===== config.mk =====
export PLATFORM = sky130hd
export DESIGN_NAME = mat_result_drain
export DESIGN_NICKNAME = d
export VERILOG_FILES = /design/src/rtl/mat_result_drain.sv
export SDC_FILE = /design/constraint.sdc
export NUM_CORES = 1
export LEC_CHECK = 0
export ABC_AREA = 0
export CAP_MARGIN = 20
export CORE_MARGIN = 4
export CORE_UTILIZATION = 48
export DETAILED_ROUTE_END_ITERATION = 8
export GPL_TIMING_DRIVEN = 0
export PLACE_DENSITY = 0.65
export RECOVER_POWER = 100
export SYNTH_ARGS = -nofsm -noshare
export SYNTH_HDL_FRONTEND = slang
export SYNTH_SLANG_ARGS = --single-unit

===== constraint.sdc =====
create_clock -name CLK -period 5.07 [get_ports CLK]
set_input_delay 0.7605 -clock CLK [delete_from_list [all_inputs] [get_ports CLK]]
set_output_delay 0.7605 -clock CLK [all_outputs]
set_load 0.01 [all_outputs]

===== src/rtl/mat_result_drain.sv =====
// Result-side drain for the systolic array: deskews lanes, buffers aligned rows in a row FIFO and
// serialises them onto an element stream. Optional drop counter: MAT_RESULT_DRAIN_DROP_COUNT_EN.
module mat_result_drain #(
  parameter int unsigned N          = 4,
  parameter int unsigned DEPTH      = 2,
  parameter int unsigned DATA_WIDTH = 8
) (
  input  logic                                   CLK,
  input  logic                                   RESET,
  input  logic                                   IN_VALID,
  input  logic [N*DATA_WIDTH-1:0]                DATA_IN,
  output logic                                   OUT_VALID,
  input  logic                                   OUT_READY,
  output logic [DATA_WIDTH-1:0]                  OUT_DATA,
  output logic [((N > 1) ? $clog2(N) : 1)-1:0]   OUT_COL,
  output logic                                   OUT_LAST,
`ifdef MAT_RESULT_DRAIN_DROP_COUNT_EN
  output logic [7:0]                             DROP_COUNT,
`endif
  output logic                                   OVERFLOW
);

  localparam int unsigned ColW    = (N > 1) ? $clog2(N) : 1;
  localparam int unsigned PtrW    = $clog2(DEPTH);
  localparam int unsigned CntW    = PtrW + 1;
  localparam int unsigned RowW    = N * DATA_WIDTH;
  localparam logic [ColW-1:0] LastCol = ColW'(N - 1);
  localparam logic [CntW-1:0] FullCnt = CntW'(DEPTH);

  logic [RowW-1:0] aligned_row;
  logic            row_valid;

  // Lane i arrives i cycles late, so it is held N-1-i cycles to line up with lane N-1.
  for (genvar i = 0; i < int'(N); i++) begin : g_lane
    localparam int Dly = int'(N) - 1 - i;
    if (Dly == 0) begin : g_pass
      assign aligned_row[i*DATA_WIDTH +: DATA_WIDTH] = DATA_IN[i*DATA_WIDTH +: DATA_WIDTH];
    end else begin : g_dly
      logic [DATA_WIDTH-1:0] sr_q [Dly];
      logic [DATA_WIDTH-1:0] sr_d [Dly];

      always_comb begin
        sr_d[0] = DATA_IN[i*DATA_WIDTH +: DATA_WIDTH];
        for (int k = 1; k < Dly; k++) begin
          sr_d[k] = sr_q[k-1];
        end
      end

      always_ff @(posedge CLK) begin
        if (!RESET) begin
          for (int k = 0; k < Dly; k++) begin
            sr_q[k] <= '0;
          end
        end else begin
          sr_q <= sr_d;
        end
      end

      assign aligned_row[i*DATA_WIDTH +: DATA_WIDTH] = sr_q[Dly-1];
    end
  end

  if (N > 1) begin : g_vpipe
    logic [N-2:0] vpipe_q, vpipe_d;

    always_comb begin
      vpipe_d    = vpipe_q << 1;
      vpipe_d[0] = IN_VALID;
    end

    always_ff @(posedge CLK) begin
      if (!RESET) begin
        vpipe_q <= '0;
      end else begin
        vpipe_q <= vpipe_d;
      end
    end

    assign row_valid = vpipe_q[N-2];
  end else begin : g_vpass
    assign row_valid = IN_VALID;
  end

  // Row FIFO
  logic [RowW-1:0] mem_q [DEPTH];
  logic [PtrW-1:0] wr_ptr_q, wr_ptr_d, rd_ptr_q, rd_ptr_d;
  logic [CntW-1:0] count_q, count_d;
  logic            fifo_empty, fifo_full;
  logic            push, pop, drop;
  logic [RowW-1:0] head_row;

  assign fifo_empty = (count_q == '0);
  assign fifo_full  = (count_q == FullCnt);
  // A pop on the same edge frees the slot, so a full FIFO still accepts the row.
  assign push       = row_valid && (!fifo_full || pop);
  assign drop       = row_valid && fifo_full && !pop;
  assign head_row   = mem_q[rd_ptr_q];

  always_comb begin
    wr_ptr_d = push ? wr_ptr_q + PtrW'(1) : wr_ptr_q;
    rd_ptr_d = pop ? rd_ptr_q + PtrW'(1) : rd_ptr_q;
    count_d  = count_q;
    if (push && !pop) begin
      count_d = count_q + CntW'(1);
    end else if (!push && pop) begin
      count_d = count_q - CntW'(1);
    end
  end

  always_ff @(posedge CLK) begin
    if (!RESET) begin
      wr_ptr_q <= '0;
      rd_ptr_q <= '0;
      count_q  <= '0;
    end else begin
      wr_ptr_q <= wr_ptr_d;
      rd_ptr_q <= rd_ptr_d;
      count_q  <= count_d;
    end
  end

  always_ff @(posedge CLK) begin
    if (RESET && push) begin
      mem_q[wr_ptr_q] <= aligned_row;
    end
  end

  // Serialiser
  typedef enum logic [0:0] {StIdle, StSend} state_e;

  state_e          state_q, state_d;
  logic [ColW-1:0] col_q, col_d;
  logic [RowW-1:0] row_buf_q, row_buf_d;
  logic            handshake;

  assign handshake = (state_q == StSend) && OUT_READY;

  always_ff @(posedge CLK) begin
    if (!RESET) begin
      state_q   <= StIdle;
      col_q     <= '0;
      row_buf_q <= '0;
    end else begin
      state_q   <= state_d;
      col_q     <= col_d;
      row_buf_q <= row_buf_d;
    end
  end

  always_comb begin
    state_d   = state_q;
    col_d     = col_q;
    row_buf_d = row_buf_q;
    pop       = 1'b0;
    unique case (state_q)
      StIdle: begin
        if (!fifo_empty) begin
          pop       = 1'b1;
          row_buf_d = head_row;
          col_d     = '0;
          state_d   = StSend;
        end
      end
      StSend: begin
        if (handshake) begin
          if (col_q != LastCol) begin
            col_d = col_q + ColW'(1);
          end else if (!fifo_empty) begin
            // Chain straight into the next row without an idle bubble.
            pop       = 1'b1;
            row_buf_d = head_row;
            col_d     = '0;
          end else begin
            col_d   = '0;
            state_d = StIdle;
          end
        end
      end
      default: state_d = StIdle;
    endcase
  end

  always_comb begin
    OUT_VALID = 1'b0;
    OUT_DATA  = '0;
    OUT_COL   = '0;
    OUT_LAST  = 1'b0;
    if (state_q == StSend) begin
      OUT_VALID = 1'b1;
      OUT_DATA  = row_buf_q[int'(col_q) * DATA_WIDTH +: DATA_WIDTH];
      OUT_COL   = col_q;
      OUT_LAST  = (col_q == LastCol);
    end
  end

`ifdef MAT_RESULT_DRAIN_DROP_COUNT_EN
  logic [7:0] drop_cnt_q, drop_cnt_d;

  always_comb begin
    drop_cnt_d = drop_cnt_q;
    if (drop && (drop_cnt_q != 8'hFF)) begin
      drop_cnt_d = drop_cnt_q + 8'd1;
    end
  end

  always_ff @(posedge CLK) begin
    if (!RESET) begin
      drop_cnt_q <= 8'h00;
    end else begin
      drop_cnt_q <= drop_cnt_d;
    end
  end

  assign DROP_COUNT = drop_cnt_q;
  assign OVERFLOW   = (drop_cnt_q != 8'h00);
`else
  logic overflow_q, overflow_d;

  always_comb begin
    overflow_d = overflow_q | drop;
  end

  always_ff @(posedge CLK) begin
    if (!RESET) begin
      overflow_q <= 1'b0;
    end else begin
      overflow_q <= overflow_d;
    end
  end

  assign OVERFLOW = overflow_q;
`endif

endmodule

==> deck_impl_summary.md, run 1 <==
Synthesis and Place & Route Summary

Outcome
  • Status: complete, but fails checks
  • Failing checks: capacitance limit, slew limit

Synthesis
  • Synthesis-stage register bit count: 156
  • Dominant register cell: dfxtp_1
  • Area leader share: 34.6%
  • Synth Instances: 391
  • Synth area leader: edfxtp_1
  • FFs w/ async S/R, synth: 0%
  • Top cells by area: edfxtp_1 35%, dfxtp_1 33%, and2_1 7.1%

Clock tree
  • Clock-pin slew on the worst setup and hold paths: 0.06 ns
  • Post-CTS Hold Buffers: 0
  • Root Buffer: clkbuf_16

Die
  • Core footprint: 0.0111 mm^2
  • Init Core Util: 50.1%
  • Rows: 38
  • Die Y: 116 um

Setup path
  • Slowest-stage cell, CP: nor2_1
  • Crit. path cell count: 6
  • Kind of critical path: in -> reg
  • CP Capture Type: flip-flop
  • CP Cell Sequence: dlygate4sd3_1 -> a21bo_2 -> clkbuf_1 -> o21ai_0 -> nor2_1 -> buf_16
  • Slowest stage delay, CP: 1.33 ns
  • CP Buf/Inv Count: 3
  • Startpoint class of the critical path: input pin
  • Reg2Reg Setup Slack: 1.83 ns
  • FF-to-FF Start: col_q[0]$_SDFFE_PN0P_
  • CP max FO: 17

Global route
  • Grt ovf: 0
  • Number of global-route vias before repair: 3192

Worst hold path
  • Hold Path Sink: mem_q[1][18]$_DFFE_PP_
  • Hold Crit Start: g_lane[2].g_dly.sr_q[2]$_SDFF_PN0_
  • Worst min path class: reg -> reg
  • Worst hold path cell count: 0

STA
  • Max-slew headroom at the worst pin: -14.8%
  • Worst slew pin tran: 1.72 ns
  • Final-report hold violation count: 0
  • Final setup violation count: 0
  • Max-slew violations: 17

Route
  • DR DRC count: 0

Finish
  • Gate Area: 0.00161 mm^2
  • Filler cells: 922
  • Final core utilization: 61.1%
  • Nets: 499
  • P&R area growth vs syn: 21.9%
  • Layout cell share with drive strength beyond 1: 10.3%

Run
  • Max-cap viol count: 1
  • Count of tool warnings: 26

Placement
  • RD Place Congestion: 0.779

Pwr
  • Clock Power Share: 33.0%
  • Maximum VDD drop: 270 uV
[run 1: through the flow]
stage	cell area, um^2	total power, W	setup slack [ns]	instances	setup TNS (ns)
6_report	6770	0.00346	1.37	614	0
5_1_grt	6770	0.00362	1.09	614	0
4_1_cts	6800	0.00350	1.99	614	0
3_5_place_dp	6270	0.00236	1.77	582	0
3_3_place_gp	6190	0.00234	-1.13	578	-36.11
2_1_floorplan	5550	0.00212	0.976	391	0
[run 1: final cells by class]
type	count	area share [%]
timing repair buffer	51	7.64
sequential	156	55.6
buffer	30	2.29
multi-input combinational	202	23.8
inverter	3	0.166
tap	140	2.59
clock inverter	9	1.07
clock buffer	23	6.77
[run 1: registers in the layout, summed over array words and instances, names as in the netlist, named ones only]
name / count
rd_ptr_q: 1
OVERFLOW: 1
g_vpipe.vpipe_q: 3
row_buf_q: 32
wr_ptr_q: 1
g_lane.g_dly.sr_q: 8
g_lane.g_dly.sr_d: 24
count_q: 2
aligned_row: 16
state_q: 1
mem_q: 64
col_q: 2
[run 1: logic make-up (layout without fill, tap and decap cells)]
group | count (synthesis) | after routing | synth area share, %
AOI/OAI and AO/OA | 44 | 44 | 7.17
xor gates and xnor gates | 2 | 2 | 0.316
adders and majority gates | 2 | 2 | 0.451
buffers and inverters | 33 | 116 | 3.09
DFF | 156 | 156 | 67.8
muxes | 41 | 41 | 9.22
and+or+nand+nor | 113 | 113 | 11.9
[run 1: worst register-to-register path, delay by kind of cell, from the launching register on]
kind	cells	cell delay, ns
AOI/OAI and AO/OA	2	0.41
adders and majority gates	1	0.19
and+or+nand+nor	1	1.33
buffers and inverters	2	0.65
DFF	1	0.37
[run 1: power groups by stage]
| stage | logic, W | registers, W | clock network (W) |
|---|---|---|---|
| final | 0.000758 | 0.00156 | 0.00114 |
| after global routing | 0.000835 | 0.00157 | 0.00121 |
| after CTS | 0.000783 | 0.00156 | 0.00116 |
| after detailed placement | 0.000777 | 0.00159 | 0 |
| after global placement | 0.000755 | 0.00158 | 0 |
| after floorplan | 0.000575 | 0.00154 | 0 |
[run 1: placed cells by master (no fill, tap or decap), types with 2 or more instances in the layout]
cell type	n
a21boi_0	2
and2_0	28
and2_1	35
buf_1	2
buf_2	4
buf_6	6
clkbuf_1	26
clkbuf_16	17
clkdlybuf4s50_1	29
clkinv_2	7
dfxtp_1	92
dlygate4sd3_1	18
edfxtp_1	64
ha_1	2
inv_1	3
mux2i_1	32
mux4_2	8
nand2_1	4
nand3_1	33
nand4b_1	2
nor2_1	2
o211a_1	32
o21ai_0	6
[run 1: cells in the mapped netlist, drive strengths merged (2+ instances only)]
cell	number
dfxtp	92
nand3	33
a21boi	2
mux4	8
o21ai	6
nand4b	2
buf	15
clkbuf	15
mux2i	32
and2	64
inv	3
nor2	2
o211a	32
edfxtp	64
nand2	4
ha	2
[run 1: routing by layer]
layer / wire length [um] / vias up / track usage, %
li1: - / 1555 / -
met1: 4930 / 1539 / 22.6
met2: 4920 / 62 / 26.0
met3: 445 / 12 / 4.13
met4: 149 / 0 / 7.04
met5: 0 / - / 0
**Run 1: gate families picked out**

The bar under the picture is 20 um long.
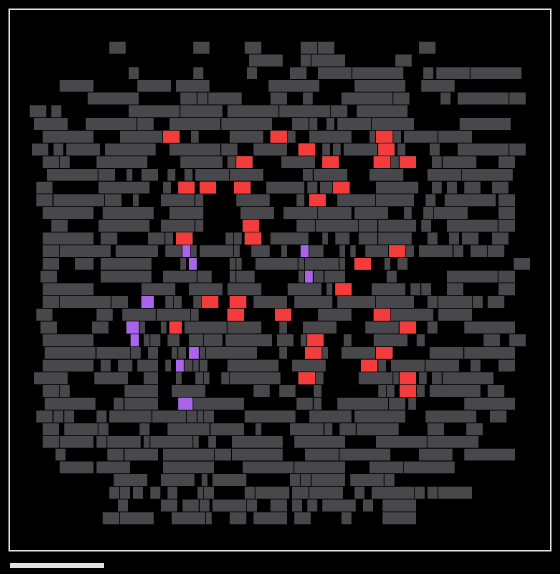
| color | family | cells |
|---|---|---|
| purple | aoi and oai cells | 10 |
| red | non-inverting ao/oa cells | 34 |
Comb/total area: 23.8%
most used logic cell in the final layout: dfxtp_1

**Run 1: wiring by layer**

Two of the layers only.
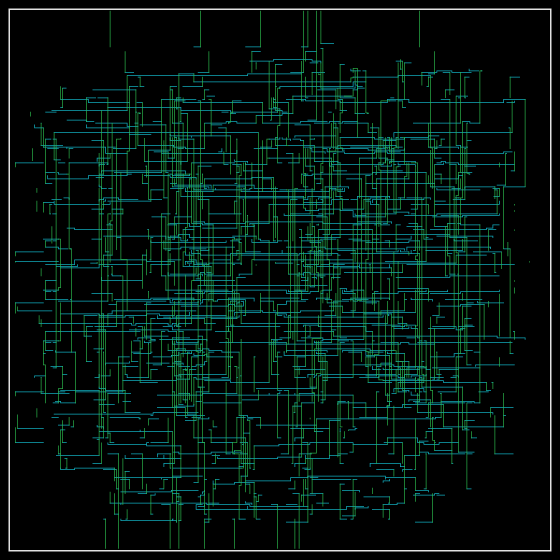
| color | layer | wire length |
|---|---|---|
| green | M2 | 4920 um |
| cyan | M1 | 4930 um |
drt total wl: 10400 um
vias: 3168
WL per Instance: 17.0 um
Overall Global Routing Usage: 16.8%

**Run 1: the clock network**

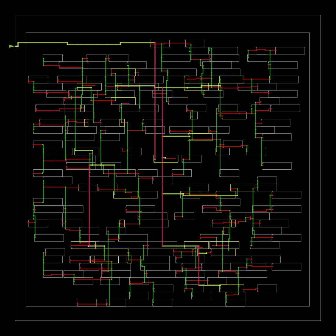
Worst-Skew Late Latency: 0.42 ns
Clock Sinks: 156

**Run 1: sequential cells grouped by signal name**

The bar under the picture is 20 um long. Other sequential cells in the stronger gray, the rest of the logic in the fainter gray.
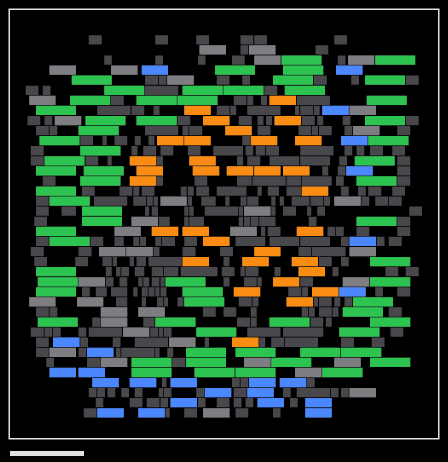
| color | name in the netlist | flops |
|---|---|---|
| blue | g_lane.g_dly.sr_d | 24 |
| orange | row_buf_q | 32 |
| green | mem_q | 64 |
not colored: 36
Sequential cell area: 0.00376 mm^2
seq pwr: 0.00156 W
Seq/total area: 55.6%

==> run 2: changes to the inputs <==
PLACE_DENSITY = 0.68   (was 0.65)
clock period = 3.1 ns   (was 5.07 ns; I/O delays follow)
**Run 2: sequential cells grouped by signal name**

The bar under the picture is 20 um long. Other sequential cells in the stronger gray, the rest of the logic in the fainter gray.
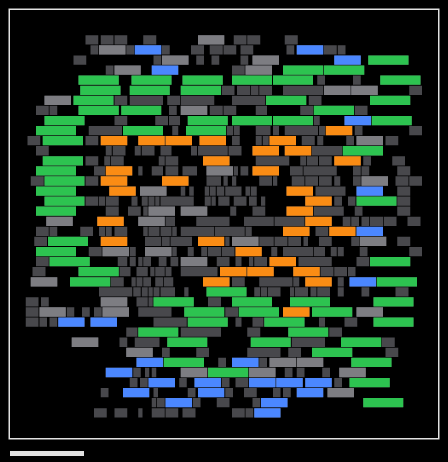
| color | name in the netlist | flops |
|---|---|---|
| green | mem_q | 64 |
| orange | row_buf_q | 32 |
| blue | g_lane.g_dly.sr_d | 24 |
not colored: 36
seq pwr: 0.00255 W
final core utilization: 61.6%
Seq/total area: 55.1%

**Run 2: the clock network**

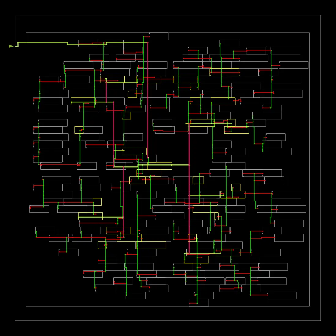
TritonCTS Buffers: 17
Clock net power: 0.00209 W

==> run 2 against run 1 <==
Effect of this change: the run now ends clean; first-iteration DRC count decreased by 12%; critical path type is now reg -> out; via count increased by 1.2%; critical path depth is 2 lower; clock skew fell by 0.0056 ns; setup slack worse by 1.1 ns; global-route usage decreased by 0.28 points; largest power group unchanged; total power is 69% higher; final area rose by 0.91%; die area is the same; largest cell class unchanged; sequential share of layout area shrank 0.50 points; sequential cell count unchanged.
==> deck_impl_summary.md, run 2 <==
Synthesis and Place & Route Summary

Synthesis
  • Top cells by area: edfxtp_1 35%, dfxtp_1 33%, and2_1 7.1%
  • FFs w/ async S/R, synth: 0%
  • Synth top cells by count: 92 x dfxtp_1, 64 x edfxtp_1, 63 x and2_1, 33 x nand3_1
  • Top-count cell post-synth: dfxtp_1
  • YS chip area: 0.00555 mm^2
  • Synth Instances: 391
  • Aoi share: 7.17%
  • Dominant register cell: dfxtp_1
  • Yosys cell count: 391
  • Adder Area Share: 0.451%
  • Synth mux share: 9.22%
  • Area leader share: 34.6%
  • Simple share: 11.9%
  • Synthesis-stage register bit count: 156
  • Synth area leader: edfxtp_1
  • Xor+xnor area frac: 0.316%
  • Syn Area/Cell: 14.2 um^2
  • Comb area leader: simple AND/OR/NAND/NOR gates

Route
  • Vias: 3207
  • Drt total wl: 10400 um
  • DR DRC count: 0
  • WL per Instance: 16.9 um
  • Post-route ant nets: 0

Setup path
  • CP Data Required Time: 2.63 ns
  • CP max FO: 10
  • Slowest-stage cell, CP: dlygate4sd3_1
  • Kind of critical path: reg -> out
  • CP Cell Sequence: clkbuf_1 -> mux4_2 -> and2_1 -> dlygate4sd3_1
  • CP Buf/Inv Count: 2
  • CP Capture Type: output port
  • Startpoint class of the critical path: flip-flop
  • Slowest stage delay, CP: 0.60 ns
  • Crit path DAT: 2.37 ns

Finish
  • Top Layout Cells: 92 x dfxtp_1, 64 x edfxtp_1, 46 x and2_1, 35 x clkdlybuf4s50_1, 33 x nand3_1
  • Most used logic cell in the final layout: dfxtp_1
  • P&R area growth vs syn: 23.0%
  • Nets: 498
  • Most flop-heavy register: mem_q
  • Non-Filler Instances: 613
  • Max FFs per register: 64
  • Final Instance Area: 0.00683 mm^2
  • Layout cell share with drive strength beyond 1: 11.4%

Die
  • Rows: 38
  • Init Core Util: 50.1%
  • Die area: 0.0133 mm^2
  • Core footprint: 0.0111 mm^2

Clock tree
  • Clock-pin slew on the worst setup and hold paths: 0.07 ns
  • Root Buffer: clkbuf_16
  • Worst-Skew Late Latency: 0.42 ns
  • Clock Path Buffers: 2
  • Clock Sinks: 156
  • Post-CTS Hold Buffers: 0
  • CTS tree: built

Global route
  • Number of global-route vias before repair: 3197
  • Grt ovf: 0
  • Initial antenna violation count: 0
  • First-pass GRT wire length: 16300 um
  • Overall Global Routing Usage: 16.5%

Run
  • Count of tool warnings: 26
  • Max-cap viol count: 0

Placement
  • Placed cells: 580
  • Post-place instance area: 0.00627 mm^2
  • Worst slack at placement: -0.199 ns
  • RD Place Congestion: 0.828

Pwr
  • Proportion of power drawn by combinational gates: 20.4%
  • Maximum VDD drop: 445 uV
  • Clock Power Share: 35.8%
  • Lkg Pwr: 2.76 nW

STA
  • Worst slew pin tran: 1.03 ns
  • Hold_ws: 0.425 ns
  • Final-report hold violation count: 0
  • Max-slew headroom at the worst pin: 31.5%
  • Max-slew violations: 0
  • Setup WS post-layout: 0.267 ns
  • Final setup violation count: 0

Outcome
  • Status: completed

Worst hold path
  • Worst min path class: reg -> reg
**Run 2: pin map**

Pins as bars across the die edge, other pins in gray.
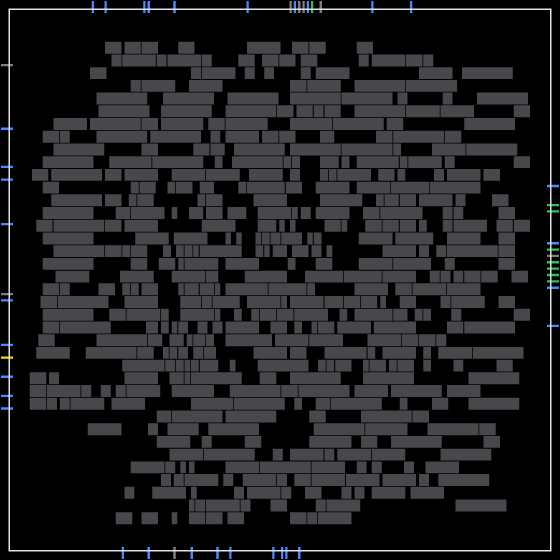
| color | port | pins | direction | edge |
|---|---|---|---|---|
| green | OUT_DATA | 8 | output | 7 right, 1 top |
| blue | DATA_IN | 32 | input | 10 top, 9 bottom, 9 left, 4 right |
| yellow | IN_VALID | 1 | input | left |
Die X: 116 um
Die Y: 116 um
IO buf count: 47

run 2: cell families after synthesis:
logic type	count (synthesis)
XOR/XNOR	2
flip-flops	156
multiplexers	41
adder cells (fa/ha/maj)	2
AND/OR/NAND/NOR	113
buffers and inverters	33
AND-OR/OR-AND	44
run 2: worst paths after layout:
kind	from	endpoint	slack [ns]	cells after the start
hold reg to reg	g_lane[0].g_dly.sr_d[5]$_SDFF_PN0_	aligned_row[5]$_SDFF_PN0_	0.42	1
setup reg to reg	col_q[0]$_SDFFE_PN0P_	mem_q[0][10]$_DFFE_PP_	0.41	7
hold / removal	g_lane[0].g_dly.sr_d[5]$_SDFF_PN0_	aligned_row[5]$_SDFF_PN0_	0.42	1
setup / recovery	col_q[1]$_SDFFE_PN0P_	OUT_DATA[7]	0.27	4
run 2: metal layers:
metal	global-route usage [%]	routed length, um	vias to the layer above	part of all wire (%)
li1	-	-	1557	-
met1	20.7	4520	1547	44
met2	27.1	5050	80	49
met3	4.28	536	23	5.2
met4	7.12	250	0	2.4
met5	0	0	-	0
run 2: layout make-up:
class	instances	area [um^2]
clock buffers	18	429
well taps	140	175
fillers	837	4250
multi-input cells	202	1620
repair buffers	50	517
flip-flops and latches	156	3760
clock inverters	14	178
plain buffers	30	129
inverters	3	11.3
run 2: through the flow:
step	power (W)	utilization, %	setup TNS, ns
2_1_floorplan	0.00346	-	0
3_3_place_gp	0.00381	56.0	-69.61
3_5_place_dp	0.00385	56.6	-3.79
4_1_cts	0.00594	62.1	0
5_1_grt	0.00609	61.6	0
6_report	0.00583	61.6	0
run 2: power by group through the flow:
stage	registers (W)	logic [W]	clock network (W)
2_1_floorplan	0.00252	0.000940	0
3_3_place_gp	0.00258	0.00122	0
3_5_place_dp	0.00259	0.00126	0
4_1_cts	0.00255	0.00128	0.00212
5_1_grt	0.00258	0.00132	0.00220
6_report	0.00255	0.00119	0.00209
No activity file was given, so power comes from the tool's default toggle rates.
